**src/rtl/nvdla_matmul_sched.sv**
```systemverilog
// nvdla_matmul_sched: round-robin scheduler sharing one nvdla_matrix_mult
// among NUM_REQ requesters.
// Ports:
//   clk, rst_n                      clock, async active-low reset
//   req_valid/req_ready             per-requester job request / one-hot accept
//   req_rows_a/cols_a/cols_b        packed 32-bit dimensions per requester
//   req_scale/req_apply_scale       packed 16-bit scale and enable per requester
//   rsp_valid/rsp_status            one-hot completion pulse and status code
//   grant_id/grant_active           owning requester (data-mux select), job in flight
//   mm_enable, mm_*                 multiplier start pulse and latched configuration
//   mm_rst_n                        local multiplier reset used for recovery
//   mm_done/mm_error                multiplier status
//   sched_busy/jobs_done            not-idle flag, saturating count of good jobs
module nvdla_matmul_sched #(
    parameter int unsigned NUM_REQ        = 4,
    parameter int unsigned MAX_DIM        = 256,
    parameter int unsigned TIMEOUT_CYCLES = 200000,
    parameter int unsigned RST_CYCLES     = 2
) (
    input  logic                       clk,
    input  logic                       rst_n,
    input  logic [NUM_REQ-1:0]         req_valid,
    output logic [NUM_REQ-1:0]         req_ready,
    input  logic [NUM_REQ*32-1:0]      req_rows_a,
    input  logic [NUM_REQ*32-1:0]      req_cols_a,
    input  logic [NUM_REQ*32-1:0]      req_cols_b,
    input  logic [NUM_REQ*16-1:0]      req_scale,
    input  logic [NUM_REQ-1:0]         req_apply_scale,
    output logic [NUM_REQ-1:0]         rsp_valid,
    output logic [1:0]                 rsp_status,
    output logic [$clog2(NUM_REQ)-1:0] grant_id,
    output logic                       grant_active,
    output logic                       mm_enable,
    output logic [31:0]                mm_rows_a,
    output logic [31:0]                mm_cols_a,
    output logic [31:0]                mm_cols_b,
    output logic [15:0]                mm_scale_factor,
    output logic                       mm_apply_scale,
    output logic                       mm_rst_n,
    input  logic                       mm_done,
    input  logic                       mm_error,
    output logic                       sched_busy,
    output logic [15:0]                jobs_done
);

    localparam int unsigned IDW = $clog2(NUM_REQ);
    localparam int unsigned TOW = $clog2(TIMEOUT_CYCLES + 1);
    localparam int unsigned RCW = $clog2(RST_CYCLES + 1);

    localparam logic [1:0] ST_OK  = 2'b00;
    localparam logic [1:0] ST_DIM = 2'b01;
    localparam logic [1:0] ST_ERR = 2'b10;
    localparam logic [1:0] ST_TMO = 2'b11;

    typedef enum logic [2:0] {
        S_IDLE, S_ACCEPT, S_CHECK, S_LAUNCH, S_WAIT, S_RESP, S_RECOVER
    } state_e;

    state_e             state_q, state_d;
    logic [IDW-1:0]     rr_ptr_q, rr_ptr_d;
    logic [IDW-1:0]     grant_q, grant_d;
    logic [1:0]         status_q, status_d;
    logic [31:0]        rows_q, rows_d, cola_q, cola_d, colb_q, colb_d;
    logic [15:0]        scale_q, scale_d;
    logic               aps_q, aps_d;
    logic [TOW-1:0]     to_cnt_q, to_cnt_d;
    logic [RCW-1:0]     rst_cnt_q, rst_cnt_d;
    logic [15:0]        jobs_q, jobs_d;
    logic [NUM_REQ-1:0] req_ready_q, req_ready_d;
    logic [NUM_REQ-1:0] rsp_valid_q, rsp_valid_d;
    logic               mm_enable_q, mm_enable_d;
    logic               grant_active_q, grant_active_d;
    logic               busy_q, busy_d;
    logic               mm_rst_n_q, mm_rst_n_d;

    logic [IDW-1:0]     win;
    logic [IDW-1:0]     idx_w;
    logic               found;
    logic               bad_dims;

    // State register
    always_ff @(posedge clk or negedge rst_n) begin
        if (!rst_n) state_q <= S_IDLE;
        else        state_q <= state_d;
    end

    // Next state, datapath and registered-output next values
    always_comb begin
        state_d     = state_q;
        rr_ptr_d    = rr_ptr_q;
        grant_d     = grant_q;
        status_d    = status_q;
        rows_d      = rows_q;
        cola_d      = cola_q;
        colb_d      = colb_q;
        scale_d     = scale_q;
        aps_d       = aps_q;
        to_cnt_d    = to_cnt_q;
        rst_cnt_d   = rst_cnt_q;
        jobs_d      = jobs_q;
        req_ready_d = '0;
        win         = '0;
        idx_w       = '0;
        found       = 1'b0;

        // First requesting index at or after rr_ptr, wrapping upward
        for (int k = 0; k < int'(NUM_REQ); k++) begin
            idx_w = IDW'((int'(rr_ptr_q) + k) % int'(NUM_REQ));
            if (!found && req_valid[idx_w]) begin
                found = 1'b1;
                win   = idx_w;
            end
        end

        bad_dims = (rows_q == 32'd0) || (rows_q > 32'(MAX_DIM)) ||
                   (cola_q == 32'd0) || (cola_q > 32'(MAX_DIM)) ||
                   (colb_q == 32'd0) || (colb_q > 32'(MAX_DIM));

        case (state_q)
            S_IDLE: begin
                if (found) begin
                    state_d     = S_ACCEPT;
                    grant_d     = win;
                    status_d    = ST_OK;
                    req_ready_d = NUM_REQ'(1) << win;
                    rr_ptr_d    = (win == IDW'(NUM_REQ - 1)) ? '0 : win + IDW'(1);
                    for (int i = 0; i < int'(NUM_REQ); i++) begin
                        if (win == IDW'(i)) begin
                            rows_d  = req_rows_a[i*32 +: 32];
                            cola_d  = req_cols_a[i*32 +: 32];
                            colb_d  = req_cols_b[i*32 +: 32];
                            scale_d = req_scale[i*16 +: 16];
                            aps_d   = req_apply_scale[i];
                        end
                    end
                end
            end
            S_ACCEPT: state_d = S_CHECK;
            S_CHECK: begin
                if (bad_dims) begin
                    status_d = ST_DIM;
                    state_d  = S_RESP;
                end else begin
                    state_d  = S_LAUNCH;
                end
            end
            S_LAUNCH: begin
                to_cnt_d = '0;
                state_d  = S_WAIT;
            end
            S_WAIT: begin
                // Error beats a simultaneous done; a done beats a coincident timeout
                if (mm_error) begin
                    status_d  = ST_ERR;
                    rst_cnt_d = '0;
                    state_d   = S_RECOVER;
                end else if (mm_done) begin
                    status_d  = ST_OK;
                    state_d   = S_RESP;
                end else if (to_cnt_q == TOW'(TIMEOUT_CYCLES - 1)) begin
                    status_d  = ST_TMO;
                    rst_cnt_d = '0;
                    state_d   = S_RECOVER;
                end else begin
                    to_cnt_d  = to_cnt_q + TOW'(1);
                end
            end
            S_RECOVER: begin
                if (rst_cnt_q == RCW'(RST_CYCLES - 1)) state_d = S_RESP;
                else rst_cnt_d = rst_cnt_q + RCW'(1);
            end
            S_RESP:  state_d = S_IDLE;
            default: state_d = S_IDLE;
        endcase

        // Outputs registered from the upcoming state so they line up with it
        mm_enable_d    = (state_d == S_LAUNCH);
        grant_active_d = (state_d == S_LAUNCH) || (state_d == S_WAIT);
        busy_d         = (state_d != S_IDLE);
        mm_rst_n_d     = (state_d != S_RECOVER);
        rsp_valid_d    = (state_d == S_RESP) ? (NUM_REQ'(1) << grant_d) : '0;
        if ((state_d == S_RESP) && (status_d == ST_OK) && (jobs_q != 16'hFFFF))
            jobs_d = jobs_q + 16'd1;
    end

    // Datapath and output registers
    always_ff @(posedge clk or negedge rst_n) begin
        if (!rst_n) begin
            rr_ptr_q       <= '0;
            grant_q        <= '0;
            status_q       <= ST_OK;
            rows_q         <= '0;
            cola_q         <= '0;
            colb_q         <= '0;
            scale_q        <= '0;
            aps_q          <= 1'b0;
            to_cnt_q       <= '0;
            rst_cnt_q      <= '0;
            jobs_q         <= '0;
            req_ready_q    <= '0;
            rsp_valid_q    <= '0;
            mm_enable_q    <= 1'b0;
            grant_active_q <= 1'b0;
            busy_q         <= 1'b0;
            mm_rst_n_q     <= 1'b1;
        end else begin
            rr_ptr_q       <= rr_ptr_d;
            grant_q        <= grant_d;
            status_q       <= status_d;
            rows_q         <= rows_d;
            cola_q         <= cola_d;
            colb_q         <= colb_d;
            scale_q        <= scale_d;
            aps_q          <= aps_d;
            to_cnt_q       <= to_cnt_d;
            rst_cnt_q      <= rst_cnt_d;
            jobs_q         <= jobs_d;
            req_ready_q    <= req_ready_d;
            rsp_valid_q    <= rsp_valid_d;
            mm_enable_q    <= mm_enable_d;
            grant_active_q <= grant_active_d;
            busy_q         <= busy_d;
            mm_rst_n_q     <= mm_rst_n_d;
        end
    end

    assign req_ready       = req_ready_q;
    assign rsp_valid       = rsp_valid_q;
    assign rsp_status      = status_q;
    assign grant_id        = grant_q;
    assign grant_active    = grant_active_q;
    assign mm_enable       = mm_enable_q;
    assign mm_rows_a       = rows_q;
    assign mm_cols_a       = cola_q;
    assign mm_cols_b       = colb_q;
    assign mm_scale_factor = scale_q;
    assign mm_apply_scale  = aps_q;
    assign mm_rst_n        = mm_rst_n_q;
    assign sched_busy      = busy_q;
    assign jobs_done       = jobs_q;

endmodule

```
**config.mk**
```make
export PLATFORM = sky130hd
export DESIGN_NAME = nvdla_matmul_sched
export DESIGN_NICKNAME = d
export VERILOG_FILES = /design/src/rtl/nvdla_matmul_sched.sv
export SDC_FILE = /design/constraint.sdc
export NUM_CORES = 1
export LEC_CHECK = 0
export CAP_MARGIN = 20
export CORE_AREA = 8 8 228 230
export CTS_CLUSTER_SIZE = 14
export DETAILED_ROUTE_END_ITERATION = 12
export DIE_AREA = 0 0 236 238
export GPL_ROUTABILITY_DRIVEN = 0
export HOLD_SLACK_MARGIN = 0.15
export SLEW_MARGIN = 10
export SYNTH_ARGS = -nofsm -noshare
export SYNTH_HDL_FRONTEND = slang
export SYNTH_SLANG_ARGS = --single-unit
export TNS_END_PERCENT = 20
```
**constraint.sdc**
```tcl
create_clock -name clk -period 3.3 [get_ports clk]
set_input_delay 0.495 -clock clk [delete_from_list [all_inputs] [get_ports clk]]
set_output_delay 0.495 -clock clk [all_outputs]
set_load 0.01 [all_outputs]
```
**I/O pins on the die edge**

Pins as bars across the die edge, other pins in gray.
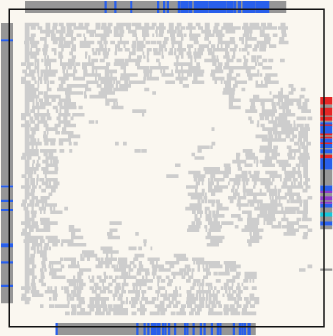
[grant_id] cyan | pins: 2 | direction: output | edge: east
[req_rows_a] blue | pins: 128 | direction: input | edge: 68 north, 28 south, 24 east, 8 west
[jobs_done] red | pins: 16 | direction: output | edge: east
[req_valid] purple | pins: 4 | direction: input | edge: east
all pins by edge: 213 north, 163 south, 155 west, 74 east
die outline width: 236 µm
die span in y: 238 µm
I/O Buffers: 604

==> run notes <==
Physical implementation status

Relative to the synthesized area, the layout overhead comes to 77.2%. In this build the clock could be raised as far as between 300 and 400 MHz. The clock network is responsible for 15.0% of the overall power.

Sequential cells burn a little over a quarter of the power. The core region is 0.0483 mm². For this run, global-route usage on met2 was measured as 29.8%.

The number of buffers and inverters on the critical path stands at 1. The met3 global-route usage stands at 3.69%. The number of global-route vias before repair came to 11.9k. In the detailed route, the total length drawn on met2 is 25100 µm.

The count of nets after finishing stands at 2385. The ratio of cells with drive above 1 in the final layout stands at about 7.7%. Hold timing on the final database bottoms out at a slack of 0.482 ns. On the critical path, the stage with the largest delay is an instance of nor4_1. The first global-routing pass estimated 71700 µm of wire. The power share of the combinational group stands at 58.2%. The worst ir drop on vdd stands at about 0.42 mV. STA classifies the critical path startpoint as a flop. The number of pins with negative max-slew slack in the final report stands at 0. The final core area utilization stands at 37.8%. For the worst setup path, the data arrival time is 3.48 ns. The synthesized netlist contains 46 unique library cells. Of all flip-flops after synthesis, the portion carrying an async set or reset was 100%. The final tally of hold violations stands at 0.

In the per-layer summary, the met1 wirelength comes to around 20000 µm. The number of design rule violations left after detail routing stands at 0. Checking hold timing, the worst path is listed with class flop to flop.

STA classifies the critical path endpoint as a flop. The post-synth count of flops with an enable pin is 0. The critical path data required time stands at 3.62 ns. The hold path depth stands at 2. According to the timing report, the critical path is launched from mm_cols_b[10]$_DFFE_PN0P_.

The routed wire length stands at 49200 µm. After synthesis the netlist holds a flip-flop and latch count of 170. For this run, the detailed router's first-pass iteration total came to 5.

Per the OpenROAD power report, leakage power amounts to 7.51 nW. For reference, the most critical setup path is categorized as flop to flop. The number of nets handed over by synthesis was approximately 1.8k. The setup slack of the critical path after layout stands at 0.148 ns. Setup slack on the worst path after placement came out at -0.206 ns. The hold buffer count at cts stands at 1. The initial core utilization stands at 21.3%. For this design, Yosys synthesis ends with a cell count of ~1.3k. Detailed placement ended at an HPWL of between 40000 and 50000 µm. The group that draws the most power in this run is combinational logic.

The flow ran to the end, and the final reports show no timing, DRC or antenna violations. The stat command in Yosys gives a chip area of slightly above 0.01 mm². The setup fix buffers added after clock tree synthesis stands at 0. For this design the top-level I/O count stands at 605. The number of cells on the worst reg-to-reg path is 8.

The instance count of the mapped netlist stands at 1310. After detailed routing, the average wire length per cell comes to 19.3 µm. The met1 routing resource usage after global routing stands at around a fifth. The power in sequential cells stands at 3.71 mW. STA lists the maximum fanout along the critical path as 16. The ratio of routed vias to standard cells stands at 4.52.

TritonCTS built the clock tree. All stages included, the depth of the critical timing path comes to 8. Overall power consumption after layout is estimated at 13.8 mW. On the critical path the largest part of the delay comes from simple AND/OR/NAND/NOR gates.

Per the skew report, the later register of the worst-skew pair sees a clock latency of ~0.44 ns. The detailed router's first-iteration violation count stands at between 400 and 500. The tree is rooted in a clkbuf_16. After layout, the worst path uses 95.5% of the clock period. The final period demand of the worst path stands at 3.15 ns.

Looking at the cell usage after synthesis, the top flip-flop cell is dfrtp_1. In the power breakdown, the internal column shows 7.87 mW. The worst hold path terminates at mm_scale_factor[2]$_DFFE_PN0P_. The number of fillers in the final layout stands at ~5k. The share of synthesized area in the top cell type comes to approximately two fifths. Routed signal wires occupy layers up through met5.

The biggest area contributor in the post-synthesis netlist is dfrtp_1. The endpoint identified for the worst register-to-register timing path is jobs_done[1]$_DFFE_PN0P_. The reported max-cap violation count stands at 0.

The maximum number of pins on one net before global-route repair stands at 103. The number of rows created at floorplan stands at about 81. In this run the register-to-register setup slack is roughly 0.15 ns. Including well taps, the total number of placed cells is 2520.

By instance count after routing, the leading logic cell types are 603 x clkdlybuf4s50_1, 250 x nor2_1, 237 x a21oi_1, 169 x dfrtp_1, 144 x nand2_1. On the worst path, the slowest cell contributes a delay of 0.53 ns. The initial antenna violation count came to 1. Setup repair after global routing left no endpoint under its margin. In the final layout, the multi-input gates occupy 0.00574 mm². Post-CTS repair changed the size of 4 cells.

In this run the tightest slew margin relative to its limit is 44.4%. The total negative setup slack stands at 0 ns. Ranked by total cell area, the synthesized netlist is headed by dfrtp_1 41%, a21oi_1 11%, mux2i_1 11%, nor2_1 9.1%, o21ai_0 5.9%. The number of synthesis warnings stands at 0. The number of setup violations in the final report stands at 0. STA lists the startpoint of the worst hold path as mm_scale_factor[2]$_DFFE_PN0P_. The tree built by TritonCTS fans out to 170 sinks. The clock transition time at the flip-flop clock pins of the worst setup and hold paths stands at roughly 0.070 ns. Per the GRT log, the top usage layer is met2.

The number of warning messages in the logs stands at 32. By count the netlist is led by 250 x nor2_1, 237 x a21oi_1, 169 x dfrtp_1. In this run the mean area of a mapped cell was 7.87 µm².

Per the OpenROAD floorplan log, the area of the die is roughly 0.056 mm². The switching power summed over all nets stands at ~6.0 mW. The power drawn by the combinational cells stands at 8.06 mW.

The report lists the cells along the critical path as nor4_1 -> nand2_1 -> a2111o_1 -> or3b_1 -> o21ai_0 -> and4_1 -> buf_12 -> mux2_2.
**Signal wires by layer**

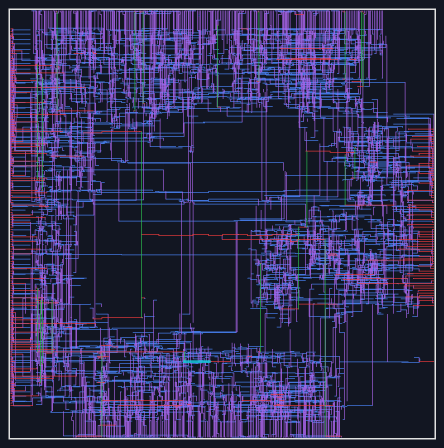
[M3] red | wire length: 2600 µm
[M5] cyan | wire length: 13.8 µm
[M1] blue | wire length: 20.4 mm
[M2] purple | wire length: 25.1 mm
[M4] green | wire length: 1080 µm
number of vias after detailed routing: 11.5k
overall fraction of global-route tracks in use: 16.7%

## area by class of cell
type | instances | share of cell area [%]
clock buffers | 17 | 2.33
flip-flops and latches | 170 | 23.3
multi-input cells | 1028 | 31.4
repair buffers | 689 | 37.6
well taps | 622 | 4.26
inverters | 12 | 0.246
clock inverters | 15 | 0.924
diodes | 1 | 0.0137
## cells by family after synthesis
| group | count (synthesis) | share of synthesized area [%] |
|---|---|---|
| AOI/OAI and AO/OA | 373 | 18.5 |
| muxes | 117 | 11.4 |
| and+or+nand+nor | 501 | 21.1 |
| xor gates and xnor gates | 30 | 2.55 |
| adders and majority gates | 7 | 0.849 |
| DFF | 170 | 41.2 |
| buffers and inverters | 112 | 4.31 |
Power and IR drop assume default switching activity.
